==> run_1/layer_met1.png <==
The bar under the picture is 20 um long. Supply wires on this layer in gray.
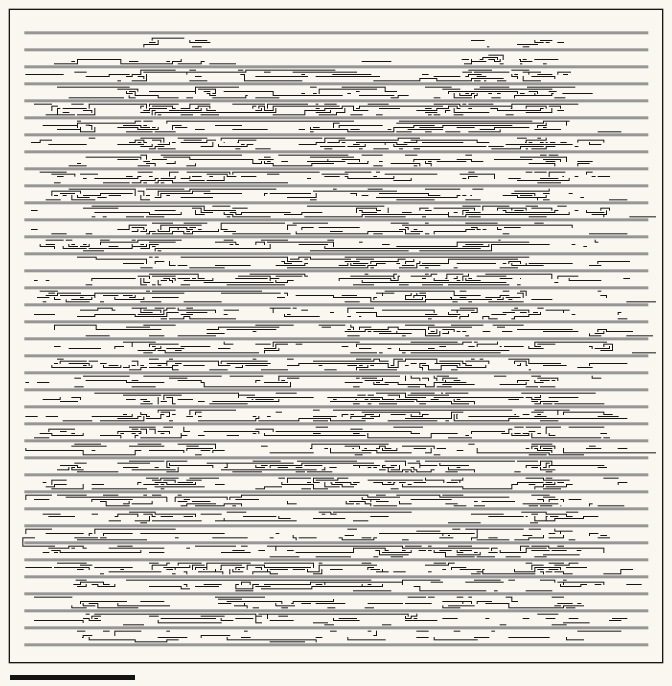
==> run_1/layer_met2.png <==
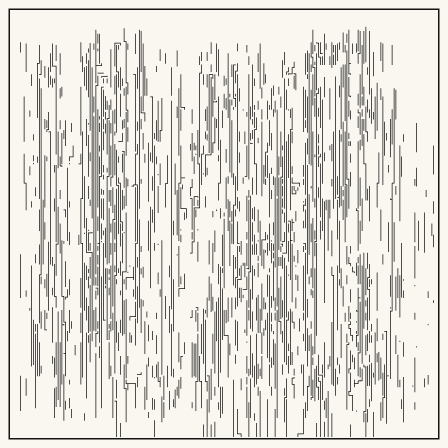
==> run_1/layer_met3.png <==
The bar under the picture is 20 um long.
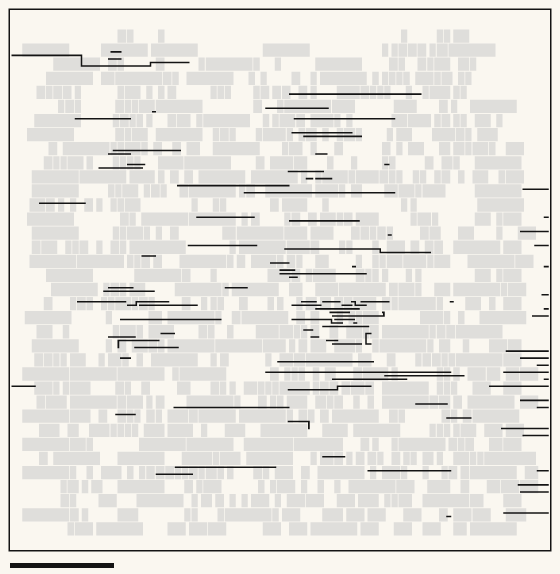
==> run_1/layer_met4.png <==
Supply wires on this layer in gray.
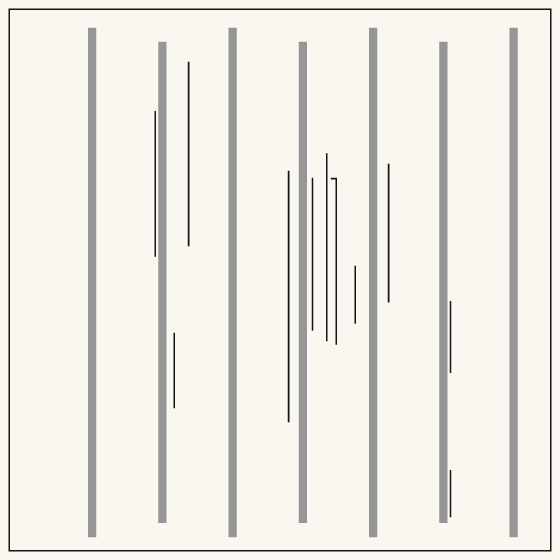
[src/rtl/cpu_core.sv]
// cpu_core: four-register accumulator-style CPU driven by an internal
// FETCH/DECODE/EXEC/WB state machine on a single clock.
//
// Ports:
//   clk        system clock, all state on posedge
//   rst        asynchronous, active-low reset
//   imem_req   fetch request, held until imem_ack
//   imem_addr  fetch address (equals pc)
//   imem_ack   instruction word valid this cycle
//   imem_data  instruction word, latched when imem_req && imem_ack
//   out_valid  OUT data valid, held until out_ready
//   out_data   value produced by OUT, stable while out_valid
//   out_ready  consumer accepts out_data
//   halted     core stopped by HALT
//   illegal    sticky flag: an undefined opcode (C/D/E) was decoded
//   dbg_pc     current program counter
//
// Instruction word: op[15:12] rd[11:10] rs[9:8] imm[7:0].
module cpu_core #(
    parameter int unsigned DATA_W = 8,
    parameter int unsigned PC_W   = 8
) (
    input  logic              clk,
    input  logic              rst,
    output logic              imem_req,
    output logic [PC_W-1:0]   imem_addr,
    input  logic              imem_ack,
    input  logic [15:0]       imem_data,
    output logic              out_valid,
    output logic [DATA_W-1:0] out_data,
    input  logic              out_ready,
    output logic              halted,
    output logic              illegal,
    output logic [PC_W-1:0]   dbg_pc
);

    typedef enum logic [2:0] {
        S_FETCH,
        S_DECODE,
        S_EXEC,
        S_WB,
        S_HALT
    } state_t;

    state_t            state_q, state_d;
    logic [PC_W-1:0]   pc_q, pc_d;
    logic [DATA_W-1:0] regs_q [4];
    logic [DATA_W-1:0] regs_d [4];
    logic [15:0]       ir_q, ir_d;
    logic [DATA_W-1:0] opa_q, opa_d;
    logic [DATA_W-1:0] opb_q, opb_d;
    logic [DATA_W-1:0] alu_q, alu_d;
    logic              wr_q, wr_d;
    logic              taken_q, taken_d;
    logic              req_q, req_d;
    logic              out_valid_q, out_valid_d;
    logic [DATA_W-1:0] out_data_q, out_data_d;
    logic              halted_q, halted_d;
    logic              illegal_q, illegal_d;

    logic [3:0]        op;
    logic [1:0]        rd;
    logic [1:0]        rs;
    logic [DATA_W-1:0] imm_ext;
    logic [PC_W-1:0]   imm_pc;

    assign op      = ir_q[15:12];
    assign rd      = ir_q[11:10];
    assign rs      = ir_q[9:8];
    assign imm_ext = DATA_W'(ir_q[7:0]);
    assign imm_pc  = PC_W'(ir_q[7:0]);

    always_comb begin
        state_d     = state_q;
        pc_d        = pc_q;
        regs_d      = regs_q;
        ir_d        = ir_q;
        opa_d       = opa_q;
        opb_d       = opb_q;
        alu_d       = alu_q;
        wr_d        = wr_q;
        taken_d     = taken_q;
        out_valid_d = out_valid_q;
        out_data_d  = out_data_q;
        halted_d    = halted_q;
        illegal_d   = illegal_q;

        unique case (state_q)
            S_FETCH: begin
                // req_q is low in the first cycle after reset, so a stray
                // ack there is ignored.
                if (req_q && imem_ack) begin
                    ir_d    = imem_data;
                    state_d = S_DECODE;
                end
            end
            S_DECODE: begin
                opa_d = regs_q[rd];
                opb_d = regs_q[rs];
                wr_d  = (op >= 4'h1) && (op <= 4'h7);
                if (op inside {4'hC, 4'hD, 4'hE}) begin
                    illegal_d = 1'b1;
                end
                state_d = S_EXEC;
            end
            S_EXEC: begin
                case (op)
                    4'h1:    alu_d = imm_ext;
                    4'h2:    alu_d = opa_q + opb_q;
                    4'h3:    alu_d = opa_q - opb_q;
                    4'h4:    alu_d = opa_q & opb_q;
                    4'h5:    alu_d = opa_q | opb_q;
                    4'h6:    alu_d = opa_q ^ opb_q;
                    4'h7:    alu_d = opb_q;
                    default: alu_d = opa_q;
                endcase
                taken_d = (op == 4'h8)
                       || ((op == 4'h9) && (opa_q == '0))
                       || ((op == 4'hA) && (opa_q != '0));
                if (op == 4'hB) begin
                    out_valid_d = 1'b1;
                    out_data_d  = opa_q;
                end
                state_d = S_WB;
            end
            S_WB: begin
                if (op == 4'hF) begin
                    // pc is left pointing at the HALT instruction.
                    halted_d = 1'b1;
                    state_d  = S_HALT;
                end else if (!out_valid_q || out_ready) begin
                    if (wr_q) begin
                        regs_d[rd] = alu_q;
                    end
                    pc_d        = taken_q ? imm_pc : pc_q + PC_W'(1);
                    out_valid_d = 1'b0;
                    state_d     = S_FETCH;
                end
            end
            S_HALT: begin
            end
            default: begin
                state_d = S_FETCH;
            end
        endcase

        req_d = (state_d == S_FETCH);
    end

    always_ff @(posedge clk or negedge rst) begin
        if (!rst) begin
            state_q     <= S_FETCH;
            pc_q        <= '0;
            for (int unsigned i = 0; i < 4; i++) begin
                regs_q[i] <= '0;
            end
            ir_q        <= '0;
            opa_q       <= '0;
            opb_q       <= '0;
            alu_q       <= '0;
            wr_q        <= 1'b0;
            taken_q     <= 1'b0;
            req_q       <= 1'b0;
            out_valid_q <= 1'b0;
            out_data_q  <= '0;
            halted_q    <= 1'b0;
            illegal_q   <= 1'b0;
        end else begin
            state_q     <= state_d;
            pc_q        <= pc_d;
            regs_q      <= regs_d;
            ir_q        <= ir_d;
            opa_q       <= opa_d;
            opb_q       <= opb_d;
            alu_q       <= alu_d;
            wr_q        <= wr_d;
            taken_q     <= taken_d;
            req_q       <= req_d;
            out_valid_q <= out_valid_d;
            out_data_q  <= out_data_d;
            halted_q    <= halted_d;
            illegal_q   <= illegal_d;
        end
    end

    assign imem_req  = req_q;
    assign imem_addr = pc_q;
    assign out_valid = out_valid_q;
    assign out_data  = out_data_q;
    assign halted    = halted_q;
    assign illegal   = illegal_q;
    assign dbg_pc    = pc_q;

endmodule

[config.mk]
export PLATFORM = sky130hd
export DESIGN_NAME = cpu_core
export DESIGN_NICKNAME = d
export VERILOG_FILES = /design/src/rtl/cpu_core.sv
export SDC_FILE = /design/constraint.sdc
export NUM_CORES = 1
export LEC_CHECK = 0
export ABC_AREA = 1
export CAP_MARGIN = 20
export CORE_MARGIN = 2
export CORE_UTILIZATION = 55
export DETAILED_ROUTE_END_ITERATION = 16
export GPL_TIMING_DRIVEN = 0
export PLACE_DENSITY = 0.76
export SLEW_MARGIN = 20
export SYNTH_ARGS = -nofsm -noshare
export SYNTH_HDL_FRONTEND = slang
export SYNTH_SLANG_ARGS = --single-unit
[constraint.sdc]
create_clock -name clk -period 2.65 [get_ports clk]
set_clock_uncertainty 0.1 [all_clocks]
set_input_delay 0.6625 -clock clk [delete_from_list [all_inputs] [get_ports clk]]
set_output_delay 0.6625 -clock clk [all_outputs]
set_load 0.02 [all_outputs]
==> run summary, run 1 <==
Physical implementation.

- The number of global-route vias before repair is 4697.
- Input and output buffers added on the ports amount to ~47.
- Of the cells placed in the final design, the portion with a size suffix greater than 1 is about an eighth.
- The layout report lists the multi-input gate area as approximately 2700 um2.
- The fill cell total of the finished layout is around 830.
- The number of nets in the synthesized netlist is roughly 730.
- The clock sink total is around 97.
- The end of the worst register-to-register path is alu_q[7].
- TritonCTS built the clock tree.
- The number of distinct library cells after synthesis is about 47.
- After global routing the overflow that remains totals 0.
- The transition time recorded at the tightest slew-check pin is about 0.6 ns.
- Among all flip-flop cells after synthesis, the most frequent one is dfrtp_1.
- The type of the worst setup path is flop to flop.
- The wire length after detailed routing is roughly 14000 um.
- Non-clock buffers make up a little over a tenth of the layout cell area.
- Max-slew check failures listed in the final report amount to 0.
- The tapcell count is approximately 130.
- The area fraction of clock buffers and clock inverters is under 10%.
- The smallest clock period supported by the final layout is computed as between 2 and 3 ns.
- The number of antenna violations at the first check in global routing was 0.
- The critical path required time is 2.83 ns.
- The launch point of the worst register-to-register path is recorded as opb_q[0].
- In this run the deepest clock path goes through 2 buffers.
- The total clock buffers created by CTS is 9.
- The number of enable flip-flop cells is 0.
- The worst hold path terminates at halted.
- The number of signal-net inverters in the final layout is approximately 77.
- The final hold violation count recorded for this run is 0.
- The layout report lists the combined flip-flop and latch area as around 2400 um2.
- The number of standard cells after synthesis is just under 700.
- Row generation in the floorplan step produced 36 rows.
- Yosys printed 0 warnings.
- The number of DRC violations after detailed routing is 0.
- Per the Yosys statistics, synthesis produced just under 700 cells.
- For flop-to-flop paths, the worst setup slack is 0.05 ns.
- Yosys attributes the largest share of cell area to dfrtp_1, nand2_1, ha_1, inv_1, o21ai_0.
- The routability congestion estimate is approximately 0.96.
- The count of plain and timing-repair buffers in the layout is a little under 80.
- At the end of the flow the core is filled with cells to between 60 and 70%.
- The maximum clock frequency is a little under 0.4 GHz.
- The startpoint of the lowest-slack hold path is halted.
- The sequential area share after synthesis is between 40% and 50%.
- The routed length per instance is ~16 um.
- There are ~97 flip-flops and latches.
- The root buffer cell is clkbuf_8.
- The total via count after detailed routing is 4904.
- The first global-routing pass estimated roughly 23000 um of wire.
- Per the post-synthesis stats, the area per cell is roughly 8.1 um2.
- The tool warning count is 36.
- Of the total standard cell area in the layout, the sequential portion is between 30% and 40%.
- The H-tree was split into 3 levels.
- The static leakage is slightly above 3 nW.
- Per the run summary, max-cap violations total 0.
- The starting density of the core is between 50% and 60%.
- In this run the cell area of the synthesized design comes to around 5500 um2.
- STA classifies the critical path endpoint as a flop.
- The worst-case max-slew headroom was logged as roughly 60%.
- In the synthesized netlist, the cells that appear most often are nand2_1, dfrtp_1, inv_1.
- The share of the synthesized area in the top cell type is roughly 44%.
- Setup repair after global routing could not meet its margin everywhere.
- The chip occupies ~11000 um2.
- The initial detailed-routing violation count is 257.
- The report gives the cell count of the worst hold path as 2.
- For this run, the script counts the antenna cells in the layout as 0.
- The run finished with clean final reports.
- Multi-input gates account for a little over two fifths of the area.
- The library cell with the highest instance count after synthesis is nand2_1.
- For this design the top-level I/O count stands at around 48.
- After detailed routing, the number of vias per cell comes to ~5.5.
- Entering global routing, the biggest net connects ~84 pins.
- The half-perimeter wire length after placement is about 11000 um.
- The maximum ir drop on the vdd rail is about 0.00032 V.
- The worst hold path belongs to the class flop to flop.
- The number of logic gates is around 490.
- The die outline width is 104.3 um.
- The cell kind with the greatest summed area is logic gates.
- The maximum fanout along the worst path is 4.
- Clock buffers in the final layout number 9.
- The final timing report counts setup violations totalling 0.
- Yosys reported a register bit count of between 90 and 100.
- The cell type with the largest total area after synthesis is dfrtp_1.
- In this run the remaining antenna-violating nets after routing total 0.
- The clock input transition at the sequential cells of the worst setup and hold paths is about 0.1 ns.
- The global-route usage over all layers is approximately 27%.
Notes on layer_met1.png above:
share of all routed wire = 44%
main direction = horizontal
nets with wire on the layer = 731
longest straight run = 39.1 um
wire length on this layer = 6340 um

Notes on layer_met2.png above:
share of all routed wire = 48%
nets with wire on the layer = 625
main direction = vertical

Notes on layer_met3.png above:
nets with wire on the layer = 81
longest straight run = 35.6 um

Notes on layer_met4.png above:
main direction = vertical
nets with wire on the layer = 10
share of all routed wire = 2.0%
longest straight run = 48.3 um

run 1: critical path, cell delays in order, from the launching register on:
cell	delay (ns)
dfrtp_1	0.42
inv_2	0.12
ha_4	0.14
inv_2	0.03
nor3_2	0.16
inv_1	0.09
o31ai_2	0.24
xor2_1	0.19
inv_1	0.10
ha_4	0.30
nand2_4	0.06
nor2_2	0.13
nand2_1	0.07
nand2_1	0.07
nand3_1	0.07
nand3_2	0.08
nand2_1	0.06
nand2_1	0.05
nand2_1	0.05
run 1: per-stage QoR:
stage	instance area [um2]	instances	setup WS [ns]	total power (W)	setup TNS, ns
CTS	6422	883	0.01412	0.002536	0
global placement	6171	865	-2.660	0.001567	-257.37
global route	6514	886	-0.1294	0.002602	-0.1294
floorplan	5534	685	0.2514	0.001510	0
finish	6514	886	0.04709	0.002523	0
detailed placement	6200	866	-0.1273	0.001573	-0.2171
run 1: flip-flops by register name (all words and copies together), names as in the netlist, 3 cells and up:
name and cells:
regs_q 32, ir_q 16, alu_q 8, dbg_pc 8
opa_q 8, opb_q 8, out_data 8, state_q 3
run 1: routing by layer:
metal	GRT usage [%]	wire, um	up-vias	part of all wire, %
li1	-	-	2381	-
met4	8.494	283	0	2.0
met2	44.21	6888	162	48
met5	0	0	-	0
met1	35.39	6335	2334	44
met3	5.764	790	27	5.5
run 1: cells by family (layout without fill, tap and decap cells):
family | Yosys count | after routing | synth area share [%]
AND-OR/OR-AND | 167 | 167 | 17.91
XOR/XNOR | 8 | 8 | 1.266
adder cells (fa/ha/maj) | 26 | 26 | 6.014
buffers and inverters | 103 | 171 | 8.298
flip-flops | 97 | 97 | 43.86
multiplexers | 3 | 3 | 0.6104
AND/OR/NAND/NOR | 281 | 281 | 22.04
run 1: report_power, final:
group	switching [W]	internal [W]	total, W
Clock	0.000546	0.000434	0.000981
Sequential	0	0.00148	0.00148
Combinational	0.0000335	0.0000299	0.0000634
Total	0.000580	0.00194	0.00252
run 1: placed cells by master (no fill, tap or decap), types with 8 or more instances in the layout:
cell | Yosys | layout
a21oi_1 | 42 | 39
buf_4 | 8 | 12
clkbuf_1 | 8 | 8
clkbuf_8 | 0 | 9
clkdlybuf4s50_1 | 0 | 46
dfrtp_1 | 97 | 95
ha_1 | 25 | 23
inv_1 | 73 | 68
nand2_1 | 166 | 163
nand3_1 | 22 | 21
nor2_1 | 60 | 58
o21ai_0 | 52 | 50
o21ai_1 | 28 | 30
o21ai_2 | 14 | 14
o32ai_1 | 8 | 8
run 1: worst max path at each step:
stage	end	start	depth (start not counted)	slack [ns]
floorplan	alu_q[7]	opb_q[0]	19	0.25
global placement	regs_q[22]	rst	1	-2.66
detailed placement	alu_q[7]	opb_q[0]	19	-0.13
CTS	alu_q[5]	ir_q[13]	13	0.01
global route	alu_q[7]	opb_q[0]	18	-0.13
finish	alu_q[7]	opb_q[0]	18	0.05
run 1: what timing repair did:
| action | 4_1_cts | 5_1_grt |
|---|---|---|
| hold endpoints to repair | 4 | 0 |
| setup endpoints to repair | 3 | 5 |
| pin swaps | 0 | 12 |
| hold buffers | 1 | 0 |
| resized | 6 | 20 |
| buffers inserted | 1 | 3 |
==> run_1/clocks.png <==
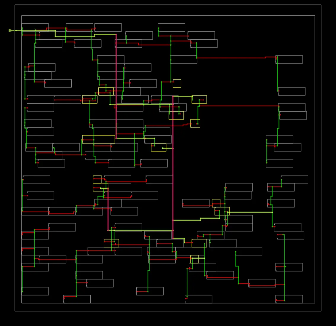

==> run 2, diff against run 1 <==
--- a/config.mk
+++ b/config.mk
@@ -11,7 +11,7 @@
 export CORE_UTILIZATION = 55
 export DETAILED_ROUTE_END_ITERATION = 16
 export GPL_TIMING_DRIVEN = 0
-export PLACE_DENSITY = 0.76
+export PLACE_DENSITY = 0.8
 export SLEW_MARGIN = 20
 export SYNTH_ARGS = -nofsm -noshare
 export SYNTH_HDL_FRONTEND = slang
==> constraint.sdc (replaced) <==
create_clock -name clk -period 3.3 [get_ports clk]
set_clock_uncertainty 0.1 [all_clocks]
set_input_delay 0.825 -clock clk [delete_from_list [all_inputs] [get_ports clk]]
set_output_delay 0.825 -clock clk [all_outputs]
set_load 0.02 [all_outputs]
==> run_2/clocks.png <==
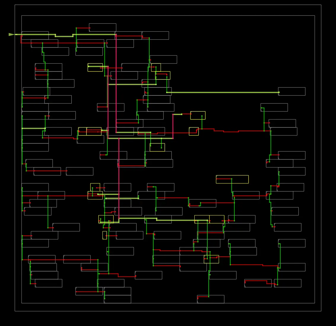
Num CTS Buffers: 9
number of clock sinks seen by CTS: 97
seq_cells: 97
layout clock buffer count: 11
clock-net power: 0.000807 W

==> run 2 against run 1 <==
Register-to-register slack better by 0.31 ns. Global-route usage is 0.48 points higher. Sequential cell count unchanged. Combinational power down 21%. Cell area fell by 1.7%. Clock power shrank 18%. First-iteration DRC count grew 25%. Fmax fell by 12%. Non-clock buffer count shrank 5. Setup slack improved by 0.31 ns. Utilization shrank 1.1 points.
==> run summary, run 2 <==
Physical implementation.

- Of the total power, registers draw around three fifths.
- The flow ran to the end, and the final reports show no timing, DRC or antenna violations.
- The maximum number of pins on one net before global-route repair is 85.
- The count of maximum capacitance violations is 0.
- The maximum ir drop on the vdd rail is between 0.0002 and 0.00025 V.
- The tool warning count is 35.
- The number of failing hold endpoints at the final stage is 0.
- In the synthesized netlist, the number of instances is roughly 690.
- The setup slack on the worst flop-to-flop path is around 0.36 ns.
- In the final layout, the registers with the most flip-flops are regs_q: 32 flops, ir_q: 16 flops.
- The static leakage is approximately 3.0 nW.
- The sum of overflow across all layers after global routing is 0.
- The number of cell instances after yosys synthesis is ~690.
- Summing every instance area after synthesis gives about 5500 um2.
- The number of instances resized during post-cts repair is 0.
- In this run, synthesis produced a sequential element count of around 97.
- In this run the tool buffered the top-level ports with ~47 buffer cells.
- The number of antenna violations at the first check in global routing is 0.
- The end-of-flow timing check tallies setup violations at 0.
- The synthesis run shows the most used standard cells to be nand2_1, dfrtp_1, inv_1.
- The relative contribution of the clock network to total power is a little under 40%.
- The via count normalized by instance count is roughly 5.6.
- Setup repair after global routing left no endpoint under its margin.
- The starting density of the core is 56.62%.
- The quantity of hold-fixing buffers added after cts is 0.
- The final-report max-slew violation count is 0.
- The clock H-tree reported by CTS has 3 levels.
- STA lists the startpoint of the worst register-to-register path as ir_q[15].
- After synthesis, the mean cell area works out to between 8 and 9 um2.
- The switching power as a share of total power is about 22%.
- Per Yosys stat, the portion of area used by sequential elements is 43.86%.
- After detailed routing, the number of remaining DRC violations is 0.
- Looking at the power breakdown, combinational cells take under 10% of the total.
- The layout summary lists the proportion of cells stronger than drive strength 1 as 9.746%.
- The Yosys warning count is 0.
- The count of pins on the block boundary is 48.
==> run_2/layer_met1.png <==
The bar under the picture is 20 um long. Supply wires on this layer in gray.
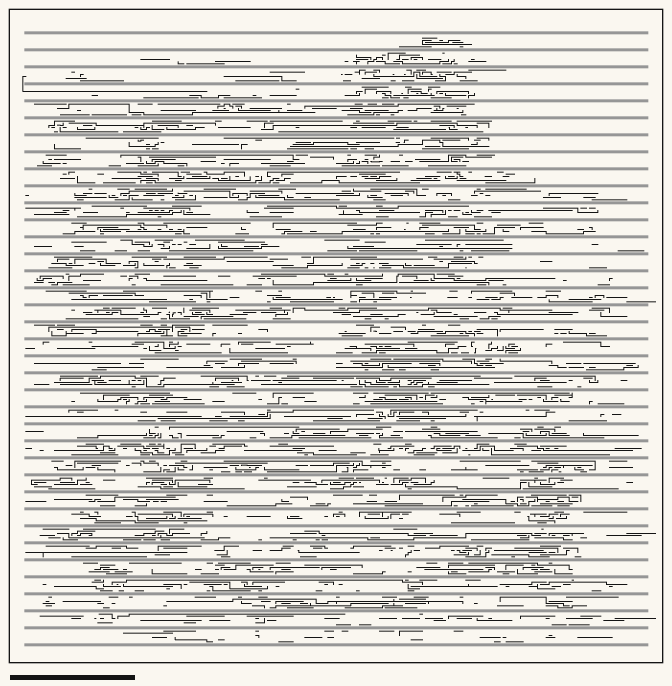
vias after detailed routing: 4959
met1 track utilization from global routing: 34.94%

run 2: final cells by class:
class | instances | area, um2
Buffer | 26 | 170.2
Clock buffer | 11 | 141.4
Clock inverter | 5 | 63.81
Fill cell | 865 | 3369
Inverter | 77 | 289.0
Multi-Input combinational cell | 485 | 2648
Sequential cell | 97 | 2427
Tap cell | 133 | 166.4
Timing Repair Buffer | 48 | 499.2
run 2: cell families (layout without fill, tap and decap cells):
group	after synthesis	in the layout	synth area share [%]
xor gates and xnor gates	8	8	1.266
AOI/OAI and AO/OA	167	167	17.91
muxes	3	3	0.6104
adders and majority gates	26	26	6.014
DFF	97	97	43.86
buffers and inverters	103	167	8.298
and+or+nand+nor	281	281	22.04
run 2: through the flow:
step                area (um2)  power (W)
global route              6405   0.002120
detailed placement        6200   0.001262
floorplan                 5534   0.001212
finish                    6405   0.002045
CTS                       6405   0.002059
global placement          6171   0.001258
run 2: how the worst max path moves through the flow:
| stage | from | end | slack (ns) | cells after the start |
|---|---|---|---|---|
| 2_1_floorplan | opb_q[0] | alu_q[7] | 0.90 | 19 |
| 3_3_place_gp | rst | regs_q[30] | -2.10 | 1 |
| 3_5_place_dp | ir_q[15] | alu_q[5] | 0.47 | 12 |
| 4_1_cts | ir_q[15] | alu_q[5] | 0.43 | 12 |
| 5_1_grt | ir_q[15] | alu_q[5] | 0.09 | 12 |
| 6_report | ir_q[15] | alu_q[5] | 0.36 | 12 |
run 2: worst max-delay path: stages (launching register included):
cell,delay [ns]
dfrtp_1,0.46
nor2_1,0.36
nand2_2,0.23
o21ai_0,0.33
inv_1,0.08
ha_1,0.19
a21oi_1,0.26
nand2_1,0.18
a21oi_1,0.23
nor2_1,0.07
o21ai_0,0.25
nand2_1,0.09
nand2_1,0.07
run 2: power by group through the flow:
stage	combinational, W	clock (W)	sequential, W
finish	0.0000501	0.000807	0.00119
global route	0.0000570	0.000875	0.00119
CTS	0.0000518	0.000820	0.00119
detailed placement	0.0000513	0	0.00121
global placement	0.0000463	0	0.00121
floorplan	0.000000890	0	0.00121
run 2: per-layer routing:
layer / global-route usage, % / part of all wire [%] / up-vias
li1: - / - / 2373
met4: 12.64 / 3.3 / 0
met2: 44.58 / 48 / 190
met1: 34.94 / 43 / 2348
met3: 5.576 / 5.7 / 48
met5: 0 / 0 / -
Power is estimated from default activity; no workload was simulated.
